$ cat src/rtl/rho_rotator.sv
// rho_rotator
//   Rho step of a Keccak-style permutation, arranged as a page-serial
//   stream. A burst of 64 pages arrives from the theta stage. Page z carries
//   bit z of all 25 lanes, with lane (x,y) at bit 5*y+x. The burst is
//   collected into 25 lane registers of 64 bits each. The block then emits 64
//   pages. In output page z, bit i is lane i rotated left by r[i], which is
//   lane i bit (z - r[i]) mod 64.
//
// Ports
//   clk       system clock, rising-edge active
//   rst       asynchronous reset, active low
//   inStart   one-cycle burst announce from theta; honoured only in Idle
//   inValid   inPage qualifier; honoured only in Capture
//   inPage    theta page z (25 bits, bit 5*y+x = lane (x,y) bit z)
//   ready     high only in Idle
//   outValid  outPage holds a rotated page (Emit only)
//   outAck    consumer takes outPage when outValid & outAck
//   outPage   rotated page z; same bit layout as inPage; 0 when not valid
//   done      one-cycle pulse after the 64th page is taken
//   dbg_state FSM state (0 Idle, 1 Capture, 2 Emit, 3 Finish)
//
// Handshake: the input side has no backpressure. Each inValid cycle in
// Capture stores one page. The output side uses valid/ready semantics.
// outValid stays high through Emit, and outPage holds stable until a cycle
// with outValid & outAck. No page is lost or repeated.
module rho_rotator (
  input  logic        clk,
  input  logic        rst,
  input  logic        inStart,
  input  logic        inValid,
  input  logic [24:0] inPage,
  output logic        ready,
  output logic        outValid,
  input  logic        outAck,
  output logic [24:0] outPage,
  output logic        done,
  output logic [1:0]  dbg_state
);

  typedef enum logic [1:0] {
    S_IDLE    = 2'd0,
    S_CAPTURE = 2'd1,
    S_EMIT    = 2'd2,
    S_FINISH  = 2'd3
  } state_t;

  state_t      state_q;
  state_t      state_d;
  logic [5:0]  in_cnt;
  logic [5:0]  out_cnt;
  logic [63:0] lanes [25];

  logic        cap_en;
  logic        emit_adv;
  logic [5:0]  src_idx [25];
  logic [24:0] rot_page;

  // Rho rotation offset of lane i = 5*y + x.
  function automatic logic [5:0] rot_off(input int idx);
    case (idx)
      0:  return 6'd0;
      1:  return 6'd1;
      2:  return 6'd62;
      3:  return 6'd28;
      4:  return 6'd27;
      5:  return 6'd36;
      6:  return 6'd44;
      7:  return 6'd6;
      8:  return 6'd55;
      9:  return 6'd20;
      10: return 6'd3;
      11: return 6'd10;
      12: return 6'd43;
      13: return 6'd25;
      14: return 6'd39;
      15: return 6'd41;
      16: return 6'd45;
      17: return 6'd15;
      18: return 6'd21;
      19: return 6'd8;
      20: return 6'd18;
      21: return 6'd2;
      22: return 6'd61;
      23: return 6'd56;
      24: return 6'd14;
      default: return 6'd0;
    endcase
  endfunction

  assign dbg_state = state_q;
  assign cap_en    = (state_q == S_CAPTURE) && inValid;
  assign emit_adv  = (state_q == S_EMIT) && outAck;

  // State register
  always_ff @(posedge clk or negedge rst) begin
    if (!rst) begin
      state_q <= S_IDLE;
    end else begin
      state_q <= state_d;
    end
  end

  // Next state and status outputs
  always_comb begin
    state_d  = state_q;
    ready    = 1'b0;
    outValid = 1'b0;
    done     = 1'b0;
    case (state_q)
      S_IDLE: begin
        ready = 1'b1;
        if (inStart) state_d = S_CAPTURE;
      end
      S_CAPTURE: begin
        if (inValid && (in_cnt == 6'd63)) state_d = S_EMIT;
      end
      S_EMIT: begin
        outValid = 1'b1;
        if (outAck && (out_cnt == 6'd63)) state_d = S_FINISH;
      end
      S_FINISH: begin
        done    = 1'b1;
        state_d = S_IDLE;
      end
      default: state_d = S_IDLE;
    endcase
  end

  // Page counters. The input counter is cleared on burst start. The output
  // counter is cleared as the last page is captured, so Emit always starts
  // at z = 0. Both wrap naturally at 64.
  always_ff @(posedge clk or negedge rst) begin
    if (!rst) begin
      in_cnt  <= 6'd0;
      out_cnt <= 6'd0;
    end else begin
      if ((state_q == S_IDLE) && inStart) begin
        in_cnt <= 6'd0;
      end else if (cap_en) begin
        in_cnt <= in_cnt + 6'd1;
      end

      if (cap_en && (in_cnt == 6'd63)) begin
        out_cnt <= 6'd0;
      end else if (emit_adv) begin
        out_cnt <= out_cnt + 6'd1;
      end
    end
  end

  // Lane storage. Captured page z writes bit z of every lane. Contents are
  // kept after Finish until the next burst overwrites them.
  always_ff @(posedge clk or negedge rst) begin
    if (!rst) begin
      for (int i = 0; i < 25; i++) begin
        lanes[i] <= 64'd0;
      end
    end else if (cap_en) begin
      for (int i = 0; i < 25; i++) begin
        lanes[i][in_cnt] <= inPage[i];
      end
    end
  end

  // Rotated page. The 6-bit subtraction gives the mod-64 wrap. The page is
  // purely combinational, so it is valid in the first Emit cycle.
  always_comb begin
    rot_page = '0;
    for (int i = 0; i < 25; i++) begin
      src_idx[i]  = out_cnt - rot_off(i);
      rot_page[i] = lanes[i][src_idx[i]];
    end
  end

  assign outPage = outValid ? rot_page : 25'd0;

endmodule
$ cat config.mk
export PLATFORM = sky130hd
export DESIGN_NAME = rho_rotator
export DESIGN_NICKNAME = d
export VERILOG_FILES = /design/src/rtl/rho_rotator.sv
export SDC_FILE = /design/constraint.sdc
export NUM_CORES = 2
export LEC_CHECK = 0
export CORE_MARGIN = 5
export CORE_UTILIZATION = 45
export CTS_CLUSTER_SIZE = 28
export DETAILED_ROUTE_END_ITERATION = 6
export HOLD_SLACK_MARGIN = 0.06
export SLEW_MARGIN = 20
export SYNTH_ARGS = -nofsm -noshare
export SYNTH_HDL_FRONTEND = slang
export SYNTH_SLANG_ARGS = --single-unit
$ cat constraint.sdc
create_clock -name clk -period 4.3 [get_ports clk]
set_clock_uncertainty 0.2 [all_clocks]
set_input_delay 0.43 -clock clk [delete_from_list [all_inputs] [get_ports clk]]
set_output_delay 0.43 -clock clk [all_outputs]
set_load 0.01 [all_outputs]
==> run notes <==
This memo summarizes the results of the implementation run.

Floorplanning
The vertical die dimension is 417 um. For this design the top-level I/O count stands at 60. The number of placement rows is 149. Measured along the x axis, the die boundary spans approximately 420 um.

Power
The clock network consumes a total of 15000 uW. IR analysis of the VDD net gives a maximum drop of 0.604 mV. The reported net switching power is 15800 uW.

The net switching share of the total power is 32.3%. After layout, the design draws a total of 48800 uW.

Global route
The pin count of the biggest net entering global routing is around 160. The met3 global-route usage is just over 4%. The overall routing resource usage is 27.5%. For met2 alone, demand over resource in global routing was 44.3%. On met1, the global router reports a usage of 38.5%.

Route
The remaining design rule violation count is 0. After detailed routing, the met3 layer carries 11900 um of wire. The detailed router reports a met2 wire length of approximately 110000 um.

The routed wirelength on the met1 layer is recorded as 103000 um.

Clocking
Counting along the longest clock path gives a buffer depth of 3. The cell sitting at the root of the clock tree is a sky130_fd_sc_hd__clkbuf_16. The level count of the clock H-tree is 4. The number of buffers created by CTS is 173. TritonCTS built the clock tree.

Timing
Setup repair after global routing could not meet its margin everywhere. Per the final timing report, the hold violations number 0. Post-route period utilization is reported as 99.9%.

Critical path
The data required time reported for the critical path is approximately 3.7 ns. The worst setup path is of the reg -> out kind.

Job
The number of max-cap violations is 0.

Final layout
Leaving out fill and tap cells, the most frequent cells in the layout are 1610 x sky130_fd_sc_hd__dfrtp_1, 1603 x sky130_fd_sc_hd__mux2_2, 454 x sky130_fd_sc_hd__mux4_2. The footprint of the multi-input gates is 33200 um2. The number of standard cells in the layout, taps in and fillers out is slightly above 7000.

The area occupied by registers is approximately 40000 um2.

Synthesis
The most used flip-flop cell after synthesis is sky130_fd_sc_hd__dfrtp_1. The synthesized instance count is around 4700.

Placed design
The placement summary gives the final routability congestion estimate as ~0.84. Once placement completed, the tool counted placed cells totaling about 6700.

Outcome
The flow ran to the end, and the final reports show no timing, DRC or antenna violations.
-- per-stage QoR --
stage	setup TNS (ns)	utilization, %	cell area, um2
3_5_place_dp	-0.613	48.0	78900
4_1_cts	-1.02	52.8	87000
5_1_grt	-0.607	53.2	87600
2_1_floorplan	0	-	74400
3_3_place_gp	-0.893	48.0	78900
6_report	0	53.2	87600
-- critical path, stage by stage, from the launching register on --
cell,delay [ns]
sky130_fd_sc_hd__dfrtp_4,0.44
sky130_fd_sc_hd__clkinvlp_4,0.12
sky130_fd_sc_hd__buf_6,0.15
sky130_fd_sc_hd__ha_4,0.29
sky130_fd_sc_hd__buf_8,0.15
sky130_fd_sc_hd__bufbuf_16,0.28
sky130_fd_sc_hd__buf_4,0.11
sky130_fd_sc_hd__mux4_2,0.32
sky130_fd_sc_hd__mux4_2,0.52
sky130_fd_sc_hd__mux2i_4,0.19
sky130_fd_sc_hd__o22ai_4,0.12
sky130_fd_sc_hd__clkbuf_2,0.15
-- synthesized netlist by cell type, types with 25 or more instances --
master,instances,area share (%)
sky130_fd_sc_hd__dfrtp_1,1614,54
sky130_fd_sc_hd__ha_1,26,0.44
sky130_fd_sc_hd__clkbuf_1,243,1.2
sky130_fd_sc_hd__nor2_1,81,0.41
sky130_fd_sc_hd__nand3_1,29,0.20
sky130_fd_sc_hd__nand2_1,70,0.35
sky130_fd_sc_hd__mux2i_1,74,1.0
sky130_fd_sc_hd__xnor2_1,41,0.48
sky130_fd_sc_hd__mux4_2,453,14
sky130_fd_sc_hd__mux2_2,1605,24
sky130_fd_sc_hd__buf_2,123,0.83
sky130_fd_sc_hd__a21oi_1,25,0.17
sky130_fd_sc_hd__buf_1,37,0.19
-- area by class of cell --
| cell class | instances | share of cell area [%] |
|---|---|---|
| Antenna cell | 4 | 0.0114 |
| Clock buffer | 252 | 5.74 |
| Clock inverter | 54 | 0.769 |
| Inverter | 17 | 0.0772 |
| Multi-Input combinational cell | 2598 | 37.9 |
| Sequential cell | 1614 | 46.1 |
| Tap cell | 2189 | 3.13 |
| Timing Repair Buffer | 455 | 6.23 |
-- sequential cells by signal, indices dropped and copies added, names as in the netlist --
signal / count
lanes: 1600
out_cnt: 6
dbg_state: 2
in_cnt: 6
-- kinds of logic after synthesis --
group,synth area share [%]
muxes,39.0
DFF,54.3
buffers and inverters,2.74
and+or+nand+nor,1.55
AOI/OAI and AO/OA,1.25
xor gates and xnor gates,0.683
adders and majority gates,0.437
-- worst max-delay path by stage --
stage             endpoint                   start  slack [ns]  cells past startpoint
6_report        outPage[1]  out_cnt[1]$_DFFE_PN0P_       0.005                     11
5_1_grt        outPage[14]  out_cnt[1]$_DFFE_PN0P_       -0.11                     14
4_1_cts        outPage[10]  out_cnt[0]$_DFFE_PN0P_       -0.15                     12
3_5_place_dp   outPage[10]  out_cnt[1]$_DFFE_PN0P_       -0.37                     12
3_3_place_gp   outPage[15]  out_cnt[1]$_DFFE_PN0P_       -0.50                     11
2_1_floorplan  outPage[21]  out_cnt[1]$_DFFE_PN0P_        0.08                     13
-- timing repair --
item	CTS	global route
hold buffers	4	2
endpoints found under the hold margin	790	35
setup buffers	82	23
resized	254	89
pin swaps	18	21
cloned	26	3
endpoints found under the setup margin	25	21
Figure 1. PDN straps and rails.
The bar under the picture is 100 um long. Pins as bars on the die edge.
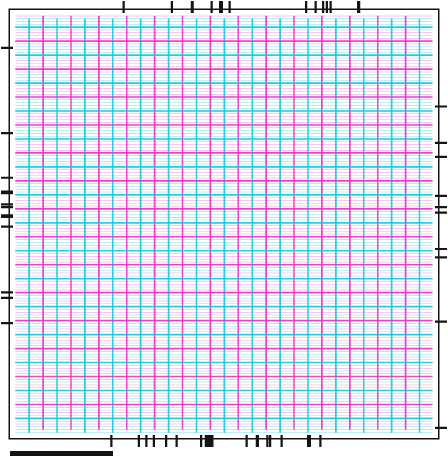
VSS -> cyan
VDD -> magenta
met1 rails = 150
signal pins = 60
rows = 149

Figure 2. Cells colored by class.
The bar under the picture is 100 um long.
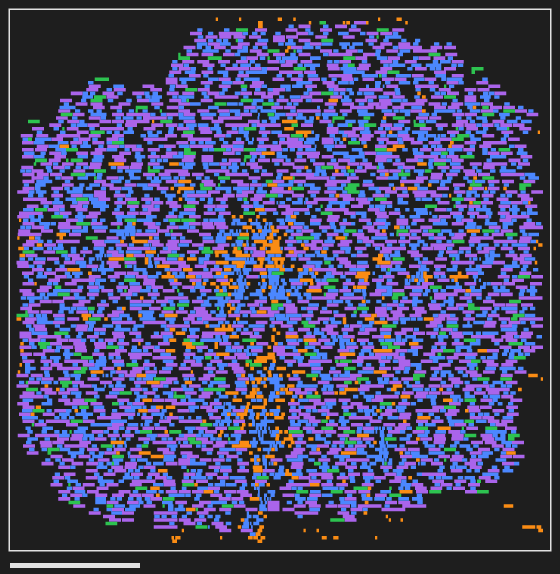
other buffers and delay cells -> orange  # cells 455
clock drivers and dummy loads -> green  # cells 306
combinational and other logic -> blue  # cells 2615
flops -> purple  # cells 1614
area of the core: 165000 um2
area of all placed cells without fillers: 87600 um2
flop share of the area: 46.1%

Figure 3. Clock network drawn from the DEF.
The bar under the picture is 100 um long.
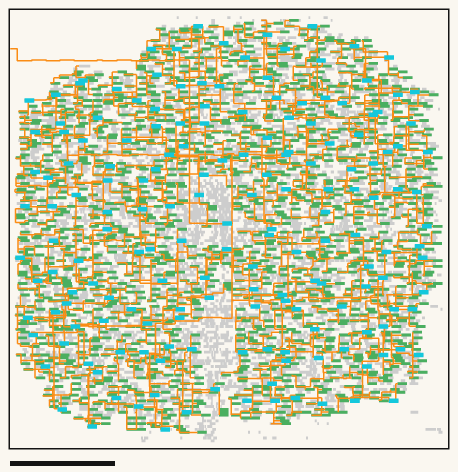
clock wires -> orange  # length 20.5 mm
flip-flops -> green  # count 1614
clock drivers -> cyan  # count 173
flops lie = spread over the die

Power is estimated from default activity; no workload was simulated.
